<file path="src/rtl/uart_pkg.sv">
// Shared types for the UART receive control shell.
// Latency: n/a (types, constants and one helper function only).
// Backpressure: n/a.
//
// Contents:
//   parity_t    - parity setting presented to the receiver
//   rx_state_t  - frame tracker states
//   OVERSAMPLE  - receiver samples per bit
//   to_parity() - maps the raw 2-bit host encoding onto parity_t
package uart_pkg;

  typedef enum logic [1:0] {
    PAR_NONE = 2'b00,
    PAR_EVEN = 2'b01,
    PAR_ODD  = 2'b10
  } parity_t;

  typedef enum logic {
    ST_IDLE,
    ST_FRAME
  } rx_state_t;

  localparam int OVERSAMPLE = 16;

  // The unused 2'b11 code means "no parity", so it is folded onto PAR_NONE
  // here and the receiver only ever sees one of the three legal codes.
  function automatic parity_t to_parity(input logic [1:0] raw);
    parity_t p;
    case (raw)
      2'b01:   p = PAR_EVEN;
      2'b10:   p = PAR_ODD;
      default: p = PAR_NONE;
    endcase
    return p;
  endfunction

endpackage

</file>
<file path="src/rtl/uart_rx_fifo.sv">
// First-word-fall-through receive FIFO holding {parity_error, data} entries.
// Latency: a push is visible at the head one cycle later; head is combinational from the read pointer.
// Backpressure: a push into a full FIFO is refused unless a pop happens in the same cycle; a pop of an empty FIFO is ignored.
//
// Ports:
//   clk, reset_n     - clock, synchronous active-low reset
//   push, push_data  - write request and entry
//   pop              - remove the head entry
//   head             - current head entry (valid while !empty)
//   empty, full      - occupancy flags
//   count            - number of stored entries
module uart_rx_fifo
  import uart_pkg::*;
#(
  parameter int unsigned WIDTH = 9,
  parameter int unsigned DEPTH = 8
) (
  input  logic                     clk,
  input  logic                     reset_n,
  input  logic                     push,
  input  logic [WIDTH-1:0]         push_data,
  input  logic                     pop,
  output logic [WIDTH-1:0]         head,
  output logic                     empty,
  output logic                     full,
  output logic [$clog2(DEPTH):0]   count
);

  localparam int unsigned AW = $clog2(DEPTH);
  localparam logic [AW:0] FULL_CNT = (AW+1)'(DEPTH);

  logic [WIDTH-1:0] mem [DEPTH];
  logic [AW-1:0]    wr_ptr;
  logic [AW-1:0]    rd_ptr;
  logic [AW:0]      cnt;
  logic             do_pop;
  logic             do_push;

  assign empty  = (cnt == '0);
  assign full   = (cnt == FULL_CNT);
  assign do_pop = pop && !empty;
  // A full FIFO still accepts a push when the head leaves in the same cycle.
  assign do_push = push && (!full || do_pop);

  assign head  = mem[rd_ptr];
  assign count = cnt;

  // Storage carries no reset; pointers and count alone define validity.
  always_ff @(posedge clk) begin
    if (do_push) begin
      mem[wr_ptr] <= push_data;
    end
  end

  // DEPTH is a power of two, so the pointers wrap by plain overflow.
  always_ff @(posedge clk) begin
    if (!reset_n) begin
      wr_ptr <= '0;
      rd_ptr <= '0;
      cnt    <= '0;
    end else begin
      if (do_push) begin
        wr_ptr <= wr_ptr + AW'(1);
      end
      if (do_pop) begin
        rd_ptr <= rd_ptr + AW'(1);
      end
      case ({do_push, do_pop})
        2'b10:   cnt <= cnt + (AW+1)'(1);
        2'b01:   cnt <= cnt - (AW+1)'(1);
        default: cnt <= cnt;
      endcase
    end
  end

endmodule

</file>
<file path="src/rtl/uart_rx_ctrl.sv">
// Control shell for the 16x UART receiver: rx synchroniser, baud tick, frame tracking, deferred config, receive FIFO.
// Latency: rx_sync lags rx_pin by 2 clk; sample_tick is registered; received frames reach the FIFO head 1 clk after rx_done.
// Backpressure: none toward the receiver; a frame arriving at a full FIFO without a same-cycle pop is dropped and flagged as overrun.
//
// Ports:
//   clk, reset_n                        - clock, synchronous active-low reset
//   enable                              - run baud generator and frame tracker
//   rx_pin / rx_sync                    - raw serial input / synchronised copy for the receiver
//   cfg_wr, cfg_baud_div, cfg_parity    - host configuration write into the shadow
//   sample_tick, parity_mode            - timing and parity setting driven to the receiver
//   rx_done, rx_data, parity_error      - completed frame from the receiver
//   rd_en, rd_valid, rd_data, rd_perr   - host FIFO read side (first word fall through)
//   fifo_count                          - FIFO occupancy
//   busy, cfg_pending                   - frame in progress / shadow config not yet active
//   overrun, perr_seen, err_clr         - sticky status flags and their clear
module uart_rx_ctrl
  import uart_pkg::*;
#(
  parameter int unsigned DIV_W         = 16,
  parameter int unsigned FIFO_DEPTH    = 8,
  parameter int unsigned TIMEOUT_TICKS = 200
) (
  input  logic                          clk,
  input  logic                          reset_n,
  input  logic                          enable,
  input  logic                          rx_pin,
  input  logic                          cfg_wr,
  input  logic [DIV_W-1:0]              cfg_baud_div,
  input  logic [1:0]                    cfg_parity,
  output logic                          rx_sync,
  output logic                          sample_tick,
  output logic [1:0]                    parity_mode,
  input  logic                          rx_done,
  input  logic [7:0]                    rx_data,
  input  logic                          parity_error,
  input  logic                          rd_en,
  output logic                          rd_valid,
  output logic [7:0]                    rd_data,
  output logic                          rd_perr,
  output logic [$clog2(FIFO_DEPTH):0]   fifo_count,
  output logic                          busy,
  output logic                          cfg_pending,
  output logic                          overrun,
  output logic                          perr_seen,
  input  logic                          err_clr
);

  localparam int unsigned TO_W = $clog2(TIMEOUT_TICKS);
  localparam logic [TO_W-1:0] TO_LAST = TO_W'(TIMEOUT_TICKS - 1);

  // ---------------------------------------------------------------- sync
  logic sync1;
  logic sync2;

  // Preset to idle-high so reset never looks like a start bit.
  always_ff @(posedge clk) begin
    if (!reset_n) begin
      sync1 <= 1'b1;
      sync2 <= 1'b1;
    end else begin
      sync1 <= rx_pin;
      sync2 <= sync1;
    end
  end

  assign rx_sync = sync2;

  // ---------------------------------------------------------------- config
  logic [DIV_W-1:0] baud_div;
  logic [DIV_W-1:0] shadow_div;
  parity_t          par_act;
  parity_t          shadow_par;
  logic             pending;
  rx_state_t        state;
  rx_state_t        state_nxt;
  logic             apply;

  // Changing the divisor or parity mid-frame would corrupt the frame, so the
  // shadow only goes live while idle and the line is not showing a start bit.
  assign apply = (state == ST_IDLE) && sync2 && pending;

  // A cfg_wr coinciding with an apply lands in the shadow after the copy and
  // keeps pending set, so the newer value is applied on the following cycle.
  always_ff @(posedge clk) begin
    if (!reset_n) begin
      baud_div   <= DIV_W'(1);
      par_act    <= PAR_NONE;
      shadow_div <= DIV_W'(1);
      shadow_par <= PAR_NONE;
      pending    <= 1'b0;
    end else begin
      if (apply) begin
        baud_div <= shadow_div;
        par_act  <= shadow_par;
        pending  <= 1'b0;
      end
      if (cfg_wr) begin
        shadow_div <= cfg_baud_div;
        shadow_par <= to_parity(cfg_parity);
        pending    <= 1'b1;
      end
    end
  end

  assign parity_mode = par_act;
  assign cfg_pending = pending;

  // ---------------------------------------------------------------- baud
  logic [DIV_W-1:0] baud_cnt;
  logic [DIV_W-1:0] div_eff;
  logic             tick;

  // A zero divisor degenerates to a tick every cycle.
  assign div_eff = (baud_div == '0) ? DIV_W'(1) : baud_div;

  // Applying a new divisor restarts the count so the first period is whole.
  always_ff @(posedge clk) begin
    if (!reset_n) begin
      baud_cnt <= '0;
      tick     <= 1'b0;
    end else if (apply || !enable) begin
      baud_cnt <= '0;
      tick     <= 1'b0;
    end else if (baud_cnt == div_eff - DIV_W'(1)) begin
      baud_cnt <= '0;
      tick     <= 1'b1;
    end else begin
      baud_cnt <= baud_cnt + DIV_W'(1);
      tick     <= 1'b0;
    end
  end

  assign sample_tick = tick;

  // ---------------------------------------------------------------- frame tracker
  logic [TO_W-1:0] tick_cnt;
  logic [TO_W-1:0] tick_cnt_nxt;

  always_ff @(posedge clk) begin
    if (!reset_n) begin
      state    <= ST_IDLE;
      tick_cnt <= '0;
    end else begin
      state    <= state_nxt;
      tick_cnt <= tick_cnt_nxt;
    end
  end

  // The receiver never reports a false start, so a frame that runs
  // TIMEOUT_TICKS ticks without rx_done is abandoned.
  always_comb begin
    state_nxt    = state;
    tick_cnt_nxt = tick_cnt;
    if (!enable) begin
      state_nxt = ST_IDLE;
    end else begin
      case (state)
        ST_IDLE: begin
          if (tick && !sync2) begin
            state_nxt    = ST_FRAME;
            tick_cnt_nxt = '0;
          end
        end
        ST_FRAME: begin
          if (rx_done) begin
            state_nxt = ST_IDLE;
          end else if (tick) begin
            if (tick_cnt == TO_LAST) begin
              state_nxt = ST_IDLE;
            end else begin
              tick_cnt_nxt = tick_cnt + TO_W'(1);
            end
          end
        end
        default: state_nxt = ST_IDLE;
      endcase
    end
  end

  assign busy = (state == ST_FRAME);

  // ---------------------------------------------------------------- FIFO
  logic [8:0] head;
  logic       fifo_empty;
  logic       fifo_full;
  logic       drop;
  logic       pushed;

  // A full FIFO still takes the frame when the host pops in the same cycle.
  assign drop   = rx_done && fifo_full && !rd_en;
  assign pushed = rx_done && !drop;

  uart_rx_fifo #(
    .WIDTH (9),
    .DEPTH (FIFO_DEPTH)
  ) u_fifo (
    .clk       (clk),
    .reset_n   (reset_n),
    .push      (rx_done),
    .push_data ({parity_error, rx_data}),
    .pop       (rd_en),
    .head      (head),
    .empty     (fifo_empty),
    .full      (fifo_full),
    .count     (fifo_count)
  );

  assign rd_valid = !fifo_empty;
  assign rd_data  = head[7:0];
  assign rd_perr  = head[8];

  // ---------------------------------------------------------------- sticky flags
  // A set in the same cycle as err_clr wins, so no event is ever lost.
  always_ff @(posedge clk) begin
    if (!reset_n) begin
      overrun   <= 1'b0;
      perr_seen <= 1'b0;
    end else begin
      overrun   <= drop || (overrun && !err_clr);
      perr_seen <= (pushed && parity_error) || (perr_seen && !err_clr);
    end
  end

endmodule

</file>
<file path="config.mk">
export PLATFORM = sky130hd
export DESIGN_NAME = uart_rx_ctrl
export DESIGN_NICKNAME = d
export VERILOG_FILES = /design/src/rtl/uart_pkg.sv /design/src/rtl/uart_rx_fifo.sv /design/src/rtl/uart_rx_ctrl.sv
export SDC_FILE = /design/constraint.sdc
export NUM_CORES = 1
export LEC_CHECK = 0
export CAP_MARGIN = 10
export CELL_PAD_IN_SITES_DETAIL_PLACEMENT = 1
export CELL_PAD_IN_SITES_GLOBAL_PLACEMENT = 1
export CORE_MARGIN = 10
export CORE_UTILIZATION = 30
export DETAILED_ROUTE_END_ITERATION = 12
export PLACE_DENSITY = 0.63
export SYNTH_ARGS = -nofsm -noshare
export SYNTH_HDL_FRONTEND = slang
export SYNTH_SLANG_ARGS = --single-unit
</file>
<file path="constraint.sdc">
create_clock -name clk -period 3.9 [get_ports clk]
set_clock_uncertainty 0.1 [all_clocks]
set_input_delay 0.975 -clock clk [delete_from_list [all_inputs] [get_ports clk]]
set_output_delay 0.975 -clock clk [all_outputs]
set_load 0.02 [all_outputs]
</file>
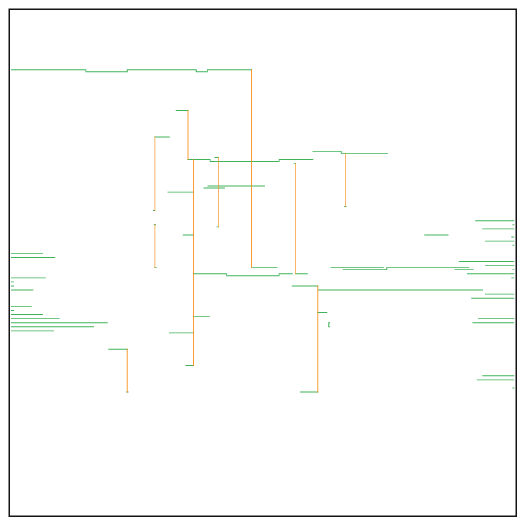
*Wiring by layer, run 1*
Drawn at 3 px/um. Only two layers are drawn.
- green: met3 (wire length 718 um)
- orange: met4 (wire length 317 um)

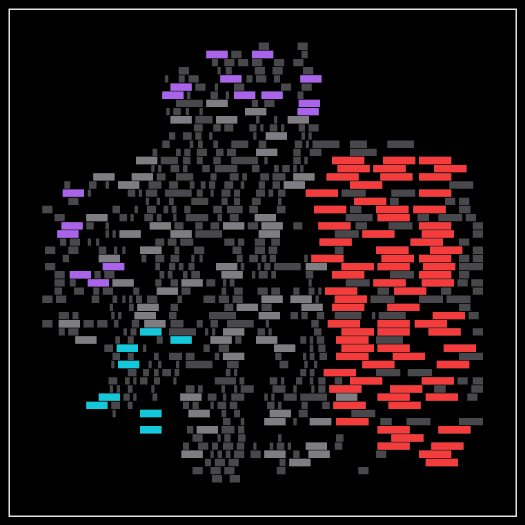
*Sequential cells grouped by signal name, run 1*
Drawn at 3 px/um.
- red: `u_fifo.mem` (flops 72)
- cyan: `tick_cnt` (flops 8; where lower left)
- purple: `shadow_div` (flops 16)
sequential cell power: 1800 uW
register area: 0.00376 mm^2
Finished Core Util: 0.374
flop share of the area: 0.463

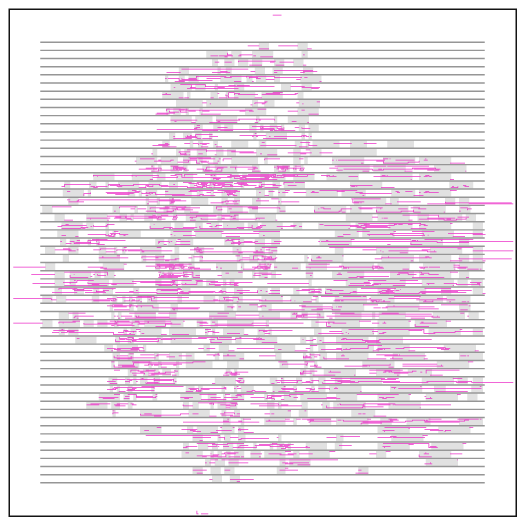
*Met1 routing, run 1*
Drawn at 3 px/um. Supply wires on this layer in grey. Cells faint in the background.
- main direction: horizontal
- share of all routed wire: 42%
- longest straight run: 47.8 um
- wire length on this layer: 6590 um
GR Util met1: 0.131
DR vias: 4416
Post-Route WL: 15500 um

==> run notes, run 1 <==
yosys + openroad results -> status=complete, no violations, yosys aoi share=0.0637, DRC Markers=0, Die ar.=approximately 0.028 mm^2, worst hold path startpoint=sync1, max cap viols=0, Hold Path Stages=1, ys cells=roughly 540, Avg Cell Area, Syn=about 12 um^2, Post-CTS Hold Buffers=0, clock sinks=152, drt pass-1 iters=4, number of nets at floorplan=between 500 and 600, unrepaired setup endpoints after global routing=no, number of global-route vias before repair=4782, Initial Util=0.304, Synth warnings=0, DPL Wire Length=between 10000 and 15000 um, area growth from synthesis to layout=22.9%, Chip Width=168 um, Slew @ Worst Pin=approximately 0.81 ns, GPL Wtd Cong=around 0.8, and+or+nand+nor area frac=0.169, fraction of layout cells with a size suffix above 1=0.152, I/O Pins=around 57, Post-DP Area=0.00754 mm^2, WP data required=roughly 2.8 ns, Diodes inserted=0, cell area after layout=around 0.008 mm^2, Reg clk slew, reported paths=0.07 ns, clk ins delay skew pair=between 0.4 and 0.5 ns, Synth Area in Adders=0.0182, WP buf/inv=2, CP peak stage delay=between 0.5 and 0.6 ns, crit end category=primary output, Routed WL per cell=about 17 um, PostCTS Resize Cnt=0, cycle use final=0.909, total power=~4200 uW, Bufs on Longest Clock Path=2, Slew HR=0.458, setup TNS=0 ns, Worst Reg-to-Reg Cells=12, Hold Crit Class=reg -> reg, grt ovf=0, Mapped Cells=~540, FF-to-FF setup slack=0.37 ns, # setup viols final=0, P_leak=roughly 0.0028 uW
run 1: state kept, by name, indices dropped and copies added, names as in the netlist, named ones only:
register	cells
u_fifo.rd_ptr	3
tick_cnt	8
u_fifo.mem	72
u_fifo.count	4
overrun	1
sample_tick	1
sync1	1
shadow_div	16
rx_sync	1
shadow_par	2
baud_cnt	16
busy	1
cfg_pending	1
baud_div	16
parity_mode	2
perr_seen	1
u_fifo.wr_ptr	3
run 1: cell usage in the layout, fill, tap and decap left out, drive strengths merged, types with 9 or more instances in the layout:
cell type,netlist,final
dfxtp,80,80
edfxtp,72,72
nand2,63,63
clkdlybuf4s50,0,56
a21boi,24,24
nor2,23,23
nor3,23,23
xor2,22,22
inv,14,20
nor2b,19,19
xnor2,19,19
mux4,18,18
nand3,17,17
mux2i,17,17
clkbuf,13,17
buf,10,16
nand2b,11,11
and2,11,11
a21oi,10,10
mux2,9,9
run 1: per-stage QoR:
step	hold WS, ns	instances	utilization	setup WS [ns]
global route	0.331	905	0.374	0.0717
global placement	0.292	873	0.347	0.565
detailed placement	0.307	873	0.347	0.389
floorplan	0.286	544	-	0.712
CTS	0.325	905	0.374	0.286
finish	0.322	905	0.374	0.354
run 1: worst max-delay path by stage:
stage	from	endpoint	depth (start not counted)
after floorplan	baud_div[0]	baud_cnt[10]	13
after global placement	rd_en	u_fifo.count[3]	11
after detailed placement	rd_en	u_fifo.count[3]	11
after CTS	register	rd_perr	4
after global routing	baud_div[2]	baud_cnt[4]	12
final	register	rd_data[0]	4
run 1: where the power goes:
group | leakage (uW) | internal [uW] | total [uW] | switching (uW)
combinational | 0.00120 | 399 | 803 | 404
clock | 0.000280 | 854 | 1590 | 735
sequential | 0.00131 | 1740 | 1800 | 56.6
total | 0.00278 | 3000 | 4190 | 1200
run 1: routing by layer:
| layer | vias to the layer above | share of wire | track usage |
|---|---|---|---|
| met1 | 2227 | 0.42 | 0.131 |
| met4 | 0 | 0.020 | 0.0439 |
| met2 | 75 | 0.51 | 0.191 |
| met5 | - | 0 | 0 |
| met3 | 26 | 0.046 | 0.0320 |
| li1 | 2088 | - | - |
run 1: area by class of cell:
class                           count  area (um^2)
Clock inverter                     15          164
Tap cell                          280          350
Fill cell                        2371        13600
Clock buffer                       17          425
Multi-Input combinational cell    355         2690
Sequential cell                   152         3760
Inverter                           14         52.6
Timing Repair Buffer               72          681
run 1: worst register-to-register path, stage by stage (launching register included):
cell and delay (ns):
dfxtp_1 0.38, or4_4 0.53, nor3_4 0.21, a41oi_2 0.19
ha_1 0.38, xnor2_1 0.18, nand2_1 0.07, o21ai_0 0.10
a2111oi_1 0.44, o2111ai_1 0.23, nor4_4 0.16, buf_4 0.29
nor3_1 0.10
run 1: kinds of logic (layout without fill, tap and decap cells):
group                    Yosys count  in the layout
multiplexers                      44             44
adder cells (fa/ha/maj)            9              9
buffers and inverters             37            118
flip-flops                       152            152
AND-OR/OR-AND                     60             60
XOR/XNOR                          41             41
AND/OR/NAND/NOR                  201            201
### M4 wires, run 1

Drawn at 3 px/um. Supply wires on this layer in grey.
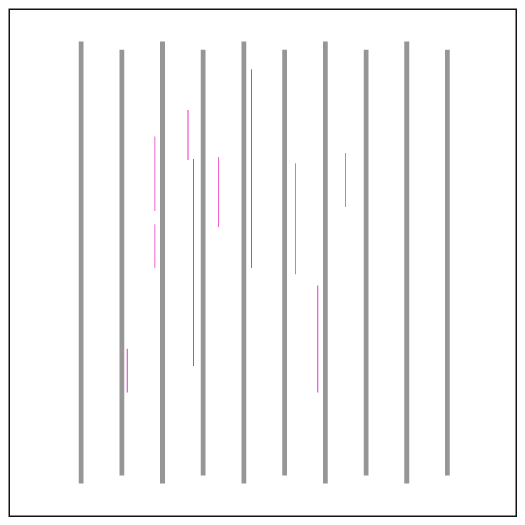

--- run 2 (diff from run 1) ---
GPL_ROUTABILITY_DRIVEN = 1   (was unset)
REMOVE_ABC_BUFFERS = 1   (was unset)
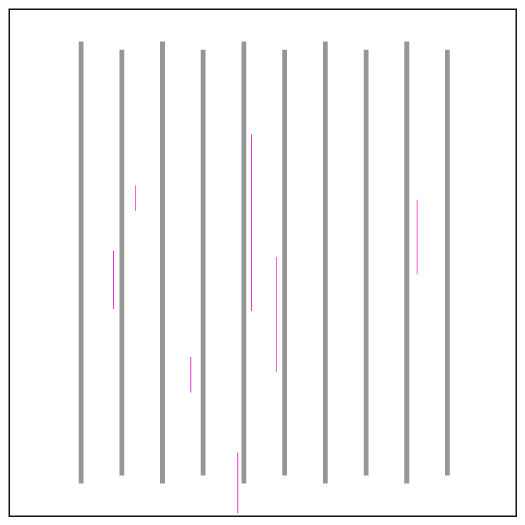
*M4 wires, run 2*
Drawn at 3 px/um. Supply wires on this layer in grey.
- nets with wire on the layer: 3
- longest straight run: 58.5 um
- share of all routed wire: 1.2%
Post-Route WL: 14500 um
DR vias: 4314

==> run 2 against run 1 <==
- synthesized area unchanged
- worst setup slack worse by 0.028 ns
- combinational power up 1%
- core utilization down 0.20 points
==> run notes, run 2 <==
yosys + openroad results -> status=complete, no violations, Post-CTS Hold Buffers=0, Die ar.=about 0.028 mm^2, worst hold path startpoint=sync1, placed cells=a little under 900, Mapped Cells=about 540, fillers=about 2400, crit end category=register, DPL Wire Length=~10000 um, Bufs on Longest Clock Path=2, final std cells w/o fill=approximately 910, Hold Crit Class=reg -> reg, Worst Reg-to-Reg Cells=12, Avg Cell Area, Syn=12.2 um^2, Slew @ Worst Pin=between 1 and 1.5 ns, P_leak=~0.0028 uW, clock sinks=~150, drt pass-1 iters=4, cell area after layout=around 0.008 mm^2, clk ins delay skew pair=~0.42 ns, largest register by flop count=u_fifo.mem, ys cells=544, final hold slack=0.309 ns, Routed WL per cell=~16 um, fraction of layout cells with a size suffix above 1=0.149, post-synth top area cell=edfxtp_1, Async SR Flop Fraction=0, Finished Core Util=0.372, Hold Path Stages=1, I/O Pins=approximately 57, CP peak stage delay=0.52 ns, grt ovf=0, # setup viols final=0, max FFs per register=between 70 and 80, DRC Markers=0, most common logic cell in the routed design=dfxtp_1, setup TNS=0 ns, Reg clk slew, reported paths=approximately 0.060 ns, Slew HR=0.251, Diodes inserted=0, Critical Path Source=baud_div[2], Initial Util=0.304, most frequent cells in the layout=dfxtp_1 (80), edfxtp_1 (72), nand2_1 (63), GPL Wtd Cong=approximately 0.8
[run 2: worst max-delay path: cells and delay by family (launching register included)]
family                   cells  cell delay, ns
AND/OR/NAND/NOR              5            1.22
AND-OR/OR-AND                4            0.94
flip-flops                   1            0.37
adder cells (fa/ha/maj)      1            0.36
buffers and inverters        1            0.23
XOR/XNOR                     1            0.17
[run 2: cell families (layout without fill, tap and decap cells)]
logic type,Yosys count,count (layout),synth area share
flops,152,152,0.569
xor+xnor,41,41,0.0543
compound gates,60,60,0.0637
mux,44,44,0.102
buf+inv,37,118,0.0240
simple gates,201,201,0.169
fa+ha+maj,9,9,0.0182
[run 2: area by class of cell]
| class | count | area [um^2] | area share |
|---|---|---|---|
| flip-flops and latches | 152 | 3760 | 0.465 |
| multi-input cells | 355 | 2690 | 0.333 |
| repair buffers | 72 | 681 | 0.0842 |
| clock buffers | 22 | 475 | 0.0588 |
| well taps | 280 | 350 | 0.0433 |
| clock inverters | 10 | 70.1 | 0.00866 |
| inverters | 14 | 52.6 | 0.00650 |
[run 2: power by group]
part / leakage (uW) / total (uW) / switching [uW] / internal (uW)
clock: 0.000266 / 1500 / 635 / 869
combinational: 0.00120 / 811 / 401 / 409
sequential: 0.00131 / 1800 / 55.6 / 1740
[run 2: through the flow]
step / setup slack [ns] / power, uW
2_1_floorplan: 0.493 / 2320
3_3_place_gp: 0.338 / 2630
3_5_place_dp: 0.190 / 2660
4_1_cts: 0.184 / 4190
5_1_grt: 0.000194 / 4330
6_report: 0.326 / 4120
[run 2: repair_timing]
| item | 4_1_cts | 5_1_grt |
|---|---|---|
| setup endpoints to repair | 0 | 13 |
| setup buffers | 0 | 1 |
| resized | 0 | 1 |
[run 2: metal layers]
metal | GRT usage | wire length, um | vias up
met5 | 0 | 0 | -
met4 | 0.0397 | 179 | 0
met3 | 0.0333 | 596 | 16
met2 | 0.176 | 7080 | 70
met1 | 0.123 | 6680 | 2141
li1 | - | - | 2087
[run 2: worst max path at each step]
stage / end
2_1_floorplan: sample_tick
3_3_place_gp: baud_cnt[4]
3_5_place_dp: baud_cnt[6]
4_1_cts: baud_cnt[5]
5_1_grt: baud_cnt[5]
6_report: baud_cnt[5]
### Sequential cells grouped by signal name, run 2

Drawn at 3 px/um.
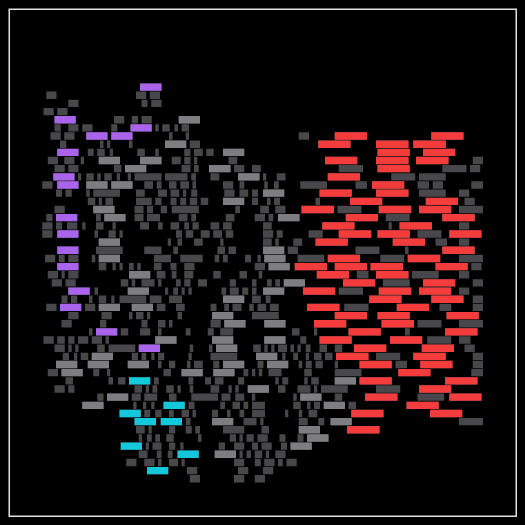

--- run 3 (diff from run 2) ---
CTS_BUF_LIST = sky130_fd_sc_hd__clkbuf_16   (was unset)
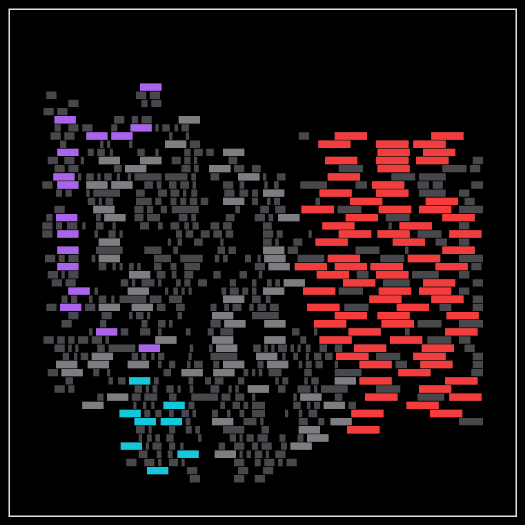
*Sequential cells grouped by signal name, run 3*
Drawn at 3 px/um.
- purple: `shadow_div` (flops 16)
- cyan: `tick_cnt` (flops 8; where lower left)
- red: `u_fifo.mem` (flops 72; where middle right)
Finished Core Util: 0.371
flop share of the area: 0.466

==> run 3 against run 2 <==
- worst setup slack gained 0.028 ns
- sequential power about the same
- critical path depth shrank 8
- cell area about the same
- global-route usage unchanged
- cell count did not move
- sequential cell count did not move
- clock-buffer cell count decreased by 4
- routed wire length about the same
- largest cell class unchanged
- largest power group unchanged
==> run notes, run 3 <==
yosys + openroad results -> WP data required=~2.8 ns, YS chip area=between 0.006 and 0.007 mm^2, Slew @ Worst Pin=~1.1 ns, CTS Buf Count=17, DRC Markers=0, Seq pwr share=0.441, Async SR Flop Fraction=0, Post-synth seq share=0.569, P_sw=approximately 1100 uW, largest register by flop count=u_fifo.mem, ys cells=544, Max VDD drop=between 0.2 and 0.3 mV, clock sinks=~150, met3 Usage GRT=0.0333, count leader, synth=dfxtp_1, placed cells=approximately 870, DR vias=4305, drt pass-1 iters=4, crit end category=primary output, GR Util met1=0.123, Comb power frac=0.199, Synth warnings=0, worst hold path startpoint=sync1, area growth from synthesis to layout=22.2%, Post-CTS Hold Buffers=0, Post-Route WL=around 15000 um, number of global-route vias before repair=about 4600, DPL Wire Length=10200 um, grt peak-use layer=met2, top cells by area=edfxtp_1 (33%), dfxtp_1 (24%), mux4_2 (6.1%), Port Buffer Count=~56, largest net degree at the start of global routing=approximately 57, setup TNS=0 ns, Net Sw Frac=0.267, Chip Width=~170 um, Hold Crit Class=reg -> reg, EDFF count, synth=~72, clk ins delay skew pair=about 0.42 ns, clock power share=0.361, Routed WL per cell=between 15 and 20 um, GPL Wtd Cong=0.800, I/O Pins=57, cycle use final=0.909, P_leak=around 0.0028 uW, Avg Cell Area, Syn=12.2 um^2, status=complete, no violations, final std cells w/o fill=between 900 and 1000, P_int=approximately 3000 uW, Mapped Cells=544, Slew HR=0.251, Pwr per Cell Area=506 mW/mm^2, Bufs on Longest Clock Path=2, Diodes inserted=0, Startpoint Class=register, met2 global-route usage=0.176, unrepaired setup endpoints after global routing=no, max cap viols=0, fraction of layout cells with a size suffix above 1=0.149, Initial Util=0.304, Reg clk slew, reported paths=around 0.06 ns, Die ar.=around 0.028 mm^2, # setup viols final=0, most frequent cells in the layout=dfxtp_1 (80), edfxtp_1 (72), nand2_1 (63), max FFs per register=slightly above 70
## run 3: cell counts after synthesis
No cell type changed its count.
## run 3: stage by stage
step | hold slack, ns | instance area [um^2] | total power [uW] | setup slack [ns] | util
floorplan | 0.286 | 6510 | 2320 | 0.493 | -
global placement | 0.289 | 7530 | 2630 | 0.338 | 0.346
detailed placement | 0.297 | 7530 | 2660 | 0.190 | 0.346
CTS | 0.313 | 8070 | 4160 | 0.183 | 0.371
global route | 0.316 | 8080 | 4300 | 0.0712 | 0.371
finish | 0.309 | 8080 | 4090 | 0.355 | 0.371
## run 3: worst paths after layout
path	end	slack, ns	depth (start not counted)
worst max register to register	baud_cnt[5]	0.38	12
worst max-delay path	rd_data[1]	0.35	4
worst min-delay path	rx_sync	0.31	1
worst min register to register	rx_sync	0.31	1
## run 3: what timing repair did
item,CTS,global route
buffers inserted,0,1
setup endpoints to repair,0,13
resized,0,2
## run 3: logic make-up (layout without fill, tap and decap cells)
| family | after synthesis | after routing | synth area share |
|---|---|---|---|
| xor gates and xnor gates | 41 | 41 | 0.0543 |
| and+or+nand+nor | 201 | 201 | 0.169 |
| buffers and inverters | 37 | 118 | 0.0240 |
| AOI/OAI and AO/OA | 60 | 60 | 0.0637 |
| muxes | 44 | 44 | 0.102 |
| DFF | 152 | 152 | 0.569 |
| adders and majority gates | 9 | 9 | 0.0182 |
## run 3: area by class of cell
type,count,area [um^2]
Fill cell,2362,13700
Tap cell,280,350
Clock inverter,14,85.1
Clock buffer,18,450
Sequential cell,152,3760
Timing Repair Buffer,72,681
Multi-Input combinational cell,355,2700
Inverter,14,52.6
## run 3: metal layers
| layer | vias to the layer above | wire length, um |
|---|---|---|
| met5 | - | 0 |
| met4 | 0 | 175 |
| met3 | 16 | 591 |
| met2 | 68 | 7120 |
| met1 | 2135 | 6660 |
| li1 | 2086 | - |
## run 3: critical path, stage by stage, from the launching register on
cell	delay [ns]
dfxtp_1	0.31
buf_4	0.34
mux4_2	0.55
mux2_2	0.30
clkdlybuf4s50_1	0.55
## run 3: power by group through the flow
| stage | Sequential [uW] | Combinational [uW] | Clock (uW) |
|---|---|---|---|
| after floorplan | 1880 | 445 | 0 |
| after global placement | 1830 | 796 | 0 |
| after detailed placement | 1840 | 823 | 0 |
| after CTS | 1800 | 828 | 1530 |
| after global routing | 1810 | 896 | 1600 |
| final | 1800 | 813 | 1470 |
Power is estimated from default activity; no workload was simulated.
